File: src/rtl/iob2axi_wr_burst.sv
// iob2axi_wr_burst: splits a client write stream of `total` words starting at
// `base_addr` into AXI-style bursts of at most MAX_LEN beats, asks an external
// AXI writer to issue each burst, and passes the client beats straight through
// to the writer's native port.
// Optional feature: define IOB2AXI_WR_BURST_4K_EN to stop bursts crossing 4 KB.

`ifndef AXI_LEN_W
`define AXI_LEN_W 8
`endif

module iob2axi_wr_burst #(
    parameter int ADDR_W  = 32,
    parameter int DATA_W  = 32,
    parameter int MAX_LEN = 16,
    parameter int CNT_W   = 16
) (
    input  logic                   clk,
    input  logic                   rst,
    input  logic                   start,
    input  logic [ADDR_W-1:0]      base_addr,
    input  logic [CNT_W-1:0]       total,
    output logic                   busy,
    output logic                   done,
    output logic                   error,
    input  logic                   in_valid,
    input  logic [DATA_W-1:0]      in_wdata,
    input  logic [DATA_W/8-1:0]    in_wstrb,
    output logic                   in_ready,
    output logic                   run,
    output logic [`AXI_LEN_W-1:0]  length,
    input  logic                   wr_ready,
    input  logic                   wr_error,
    output logic                   s_valid,
    output logic [ADDR_W-1:0]      s_addr,
    output logic [DATA_W-1:0]      s_wdata,
    output logic [DATA_W/8-1:0]    s_wstrb,
    input  logic                   s_ready
);

    localparam int B   = DATA_W / 8;
    localparam int BSH = $clog2(B);
    // Beat-count width: wide enough for rem and for a full 4 KB page of bytes.
    localparam int NW  = (CNT_W > 13) ? CNT_W : 13;

    typedef enum logic [2:0] {
        ST_IDLE,
        ST_ISSUE,
        ST_STREAM,
        ST_WAIT_B,
        ST_FIN
    } state_t;

    state_t                  state_q, state_d;
    logic [ADDR_W-1:0]       addr_q, addr_d;
    logic [CNT_W-1:0]        rem_q, rem_d;
    logic [NW-1:0]           burst_n_q, burst_n_d;
    logic [NW-1:0]           beat_cnt_q, beat_cnt_d;
    logic                    busy_q, busy_d;
    logic                    done_q, done_d;
    logic                    error_q, error_d;
    logic                    run_q, run_d;
    logic [`AXI_LEN_W-1:0]   length_q, length_d;
    logic [ADDR_W-1:0]       s_addr_q, s_addr_d;

    logic [NW-1:0]           n_s;
    logic [NW-1:0]           n_m1_s;
    logic                    streaming_s;
    logic                    beat_s;
`ifdef IOB2AXI_WR_BURST_4K_EN
    logic [NW-1:0]           room_s;
`endif

    assign streaming_s = (state_q == ST_STREAM);
    // The data path is a pure pass-through so the writer sees client beats with no added latency.
    assign s_valid  = streaming_s & in_valid;
    assign in_ready = streaming_s & s_ready;
    assign s_wdata  = in_wdata;
    assign s_wstrb  = in_wstrb;
    assign beat_s   = s_valid & s_ready;

    assign busy   = busy_q;
    assign done   = done_q;
    assign error  = error_q;
    assign run    = run_q;
    assign length = length_q;
    assign s_addr = s_addr_q;

    // Size of the next burst: remaining words capped at MAX_LEN (and at the 4 KB page end if enabled).
    always_comb begin
        n_s = NW'(rem_q);
        if (n_s > NW'(MAX_LEN)) begin
            n_s = NW'(MAX_LEN);
        end else begin
            n_s = n_s;
        end
`ifdef IOB2AXI_WR_BURST_4K_EN
        room_s = (NW'(4096) - NW'(addr_q[11:0])) >> BSH;
        if (n_s > room_s) begin
            n_s = room_s;
        end else begin
            n_s = n_s;
        end
`endif
        n_m1_s = n_s - NW'(1);
    end

    // Next-state and next-output computation for the burst sequencer.
    always_comb begin
        state_d    = state_q;
        addr_d     = addr_q;
        rem_d      = rem_q;
        burst_n_d  = burst_n_q;
        beat_cnt_d = beat_cnt_q;
        busy_d     = busy_q;
        done_d     = 1'b0;
        error_d    = error_q;
        run_d      = 1'b0;
        length_d   = length_q;
        s_addr_d   = s_addr_q;

        case (state_q)
            ST_IDLE: begin
                if (start && !busy_q) begin
                    addr_d  = base_addr;
                    rem_d   = total;
                    busy_d  = 1'b1;
                    error_d = 1'b0;
                    if (total == {CNT_W{1'b0}}) begin
                        state_d = ST_FIN;
                    end else begin
                        state_d = ST_ISSUE;
                    end
                end else begin
                    state_d = ST_IDLE;
                end
            end
            ST_ISSUE: begin
                // run is registered, so s_addr/length are registered alongside it to line up.
                if (wr_ready) begin
                    run_d      = 1'b1;
                    s_addr_d   = addr_q;
                    length_d   = n_m1_s[`AXI_LEN_W-1:0];
                    burst_n_d  = n_s;
                    beat_cnt_d = {NW{1'b0}};
                    state_d    = ST_STREAM;
                end else begin
                    state_d = ST_ISSUE;
                end
            end
            ST_STREAM: begin
                if (beat_s) begin
                    if (beat_cnt_q == burst_n_q - NW'(1)) begin
                        addr_d  = addr_q + (ADDR_W'(burst_n_q) << BSH);
                        rem_d   = rem_q - CNT_W'(burst_n_q);
                        state_d = ST_WAIT_B;
                    end else begin
                        beat_cnt_d = beat_cnt_q + NW'(1);
                    end
                end else begin
                    state_d = ST_STREAM;
                end
            end
            ST_WAIT_B: begin
                if (wr_ready) begin
                    if (wr_error) begin
                        error_d = 1'b1;
                        state_d = ST_FIN;
                    end else if (rem_q != {CNT_W{1'b0}}) begin
                        state_d = ST_ISSUE;
                    end else begin
                        state_d = ST_FIN;
                    end
                end else begin
                    state_d = ST_WAIT_B;
                end
            end
            ST_FIN: begin
                done_d  = 1'b1;
                busy_d  = 1'b0;
                state_d = ST_IDLE;
            end
            default: begin
                state_d = ST_IDLE;
            end
        endcase
    end

    // State and registered-output flops with asynchronous reset.
    always_ff @(posedge clk or posedge rst) begin
        if (rst) begin
            state_q    <= ST_IDLE;
            addr_q     <= {ADDR_W{1'b0}};
            rem_q      <= {CNT_W{1'b0}};
            burst_n_q  <= {NW{1'b0}};
            beat_cnt_q <= {NW{1'b0}};
            busy_q     <= 1'b0;
            done_q     <= 1'b0;
            error_q    <= 1'b0;
            run_q      <= 1'b0;
            length_q   <= {`AXI_LEN_W{1'b0}};
            s_addr_q   <= {ADDR_W{1'b0}};
        end else begin
            state_q    <= state_d;
            addr_q     <= addr_d;
            rem_q      <= rem_d;
            burst_n_q  <= burst_n_d;
            beat_cnt_q <= beat_cnt_d;
            busy_q     <= busy_d;
            done_q     <= done_d;
            error_q    <= error_d;
            run_q      <= run_d;
            length_q   <= length_d;
            s_addr_q   <= s_addr_d;
        end
    end

endmodule

File: config.mk
export PLATFORM = sky130hd
export DESIGN_NAME = iob2axi_wr_burst
export DESIGN_NICKNAME = d
export VERILOG_FILES = /design/src/rtl/iob2axi_wr_burst.sv
export SDC_FILE = /design/constraint.sdc
export NUM_CORES = 1
export LEC_CHECK = 0
export CORE_MARGIN = 8
export CORE_UTILIZATION = 35
export DETAILED_ROUTE_END_ITERATION = 10
export PLACE_DENSITY = 0.67
export RECOVER_POWER = 50
export SYNTH_ARGS = -nofsm -noshare
export SYNTH_HDL_FRONTEND = slang
export SYNTH_SLANG_ARGS = --single-unit
File: constraint.sdc
create_clock -name clk -period 6.3 [get_ports clk]
set_input_delay 1.575 -clock clk [delete_from_list [all_inputs] [get_ports clk]]
set_output_delay 1.575 -clock clk [all_outputs]
set_load 0.02 [all_outputs]
Wire density map:
Bar = 50 um. The die is cut into 33 by 33 equal tiles; black is low, pale yellow is high, scaled to the fullest tile. Values are wire area over tile area, all layers added.
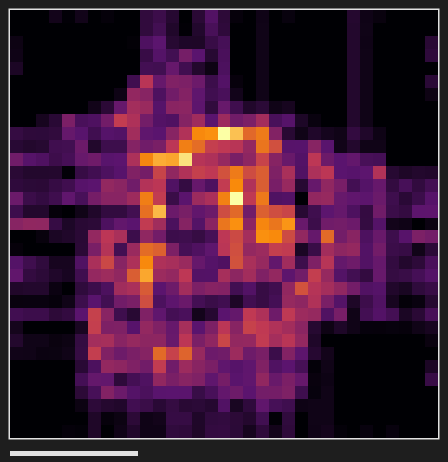
fullest tile: 0.61
densest ninth of the die: middle
tiles over half the peak: 7.3%
mean over tiles: 0.12

Signal wires on met2:
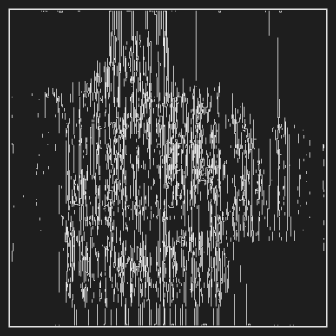
share of all routed wire: 47%
wire length on this layer: 9,630 um
nets with wire on the layer: 891

Routing congestion:
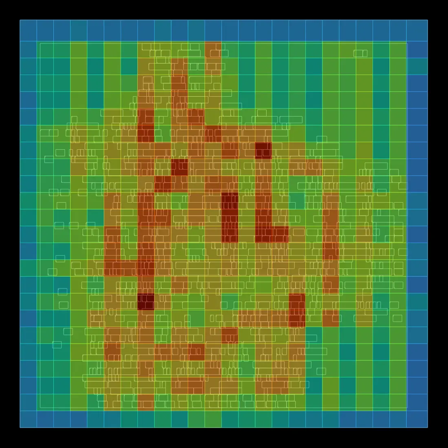
Top Usage Layer GRT: met2
Total GRT Usage: 15.0%
M1 GR Usage: 19.4%
routing usage on met2: 23.8%
M3 GR Usage: 4.33%

M1 wires:
Bar = 50 um.
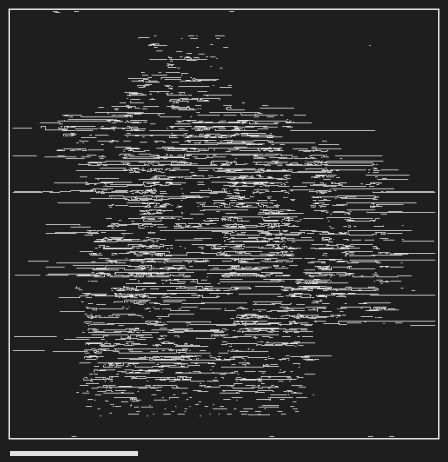
main direction: horizontal
longest straight run: 52.0 um
nets with wire on the layer: 988
wire length on this layer: 9,440 um
share of all routed wire: 46%

Cell density map:
Bar = 50 um. The die is cut into 17 by 17 equal tiles; black is low, pale yellow is high, 0 to 100% covered.
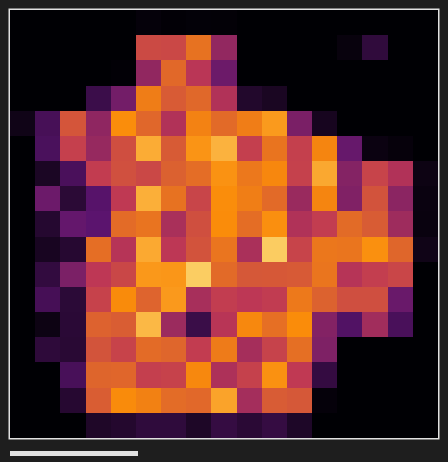
nearly empty tiles: 32%
mean over tiles: 33%
emptiest ninth of the die: top right
densest ninth of the die: middle

==> flow_summary.json <==
{
  "status": "finished, violations left",
  "violations": "capacitance limit, slew limit",
  "power_frac_clock_pct": 52.3,
  "critPathSlowestCell": "clkdlybuf4s50_1",
  "utilization_pct": 42.4,
  "cts_root_buf": "clkbuf_16",
  "yosys-stat-cells": 939,
  "p_total_uw": 1850,
  "lay_top_count": "nand2_1",
  "clkbuf_count": 17,
  "warnings": 26,
  "slew_violations": 57,
  "hold_class": "reg2reg",
  "topCellsByArea": "dfrtp_1, nand2_1, ha_1",
  "setup_viol": 0,
  "syn_nets": 1066,
  "clock_latency_ns": 0.43,
  "dr.max_layer_used": "met4",
  "comb_area_um2": 4250,
  "core_um2": 22600,
  "arrival_ns": 2.92,
  "flops": 127,
  "postPlaceCellArea_um2": 8980,
  "rsz0062_at_grt": "no",
  "nFillCells": 2234,
  "ys_top_cells_by_count": "nand2_1, dfrtp_1, nor2_1, a21oi_1",
  "synth_cell_types": 72,
  "fin_crit_ns": 4.50,
  "critPathKind": "in2out",
  "die.size.y_um": 167,
  "largest_cell_class": "multi-input combinational cells",
  "p_per_area_nw_per_um2": 194,
  "cts-resized-gates": 0,
  "drv_cap": 1,
  "cts_made_buffers": 17
}
==> state kept, by name, summed over array words and instances, names as in the netlist, 3 cells and up <==
signal      cells
burst_n_q      16
state_q         3
addr_q         32
length          8
s_addr         32
rem_q          16
beat_cnt_q     16
==> how the worst min path moves through the flow <==
| stage | endpoint | cells past startpoint |
|---|---|---|
| after floorplan | s_addr[0] | 2 |
| after global placement | s_addr[0] | 2 |
| after detailed placement | length[5] | 1 |
| after CTS | length[5] | 1 |
| after global routing | s_addr[14] | 2 |
| final | s_addr[9] | 2 |
==> power by group through the flow <==
stage          Combinational, uW  Clock (uW)  Sequential, uW
6_report                    68.5         968             816
5_1_grt                     76.3        1020             815
4_1_cts                     71.3         987             815
3_5_place_dp                71.2           0             831
3_3_place_gp                70.9           0             831
2_1_floorplan               55.9           0             831
No activity file was given, so power comes from the tool's default toggle rates.
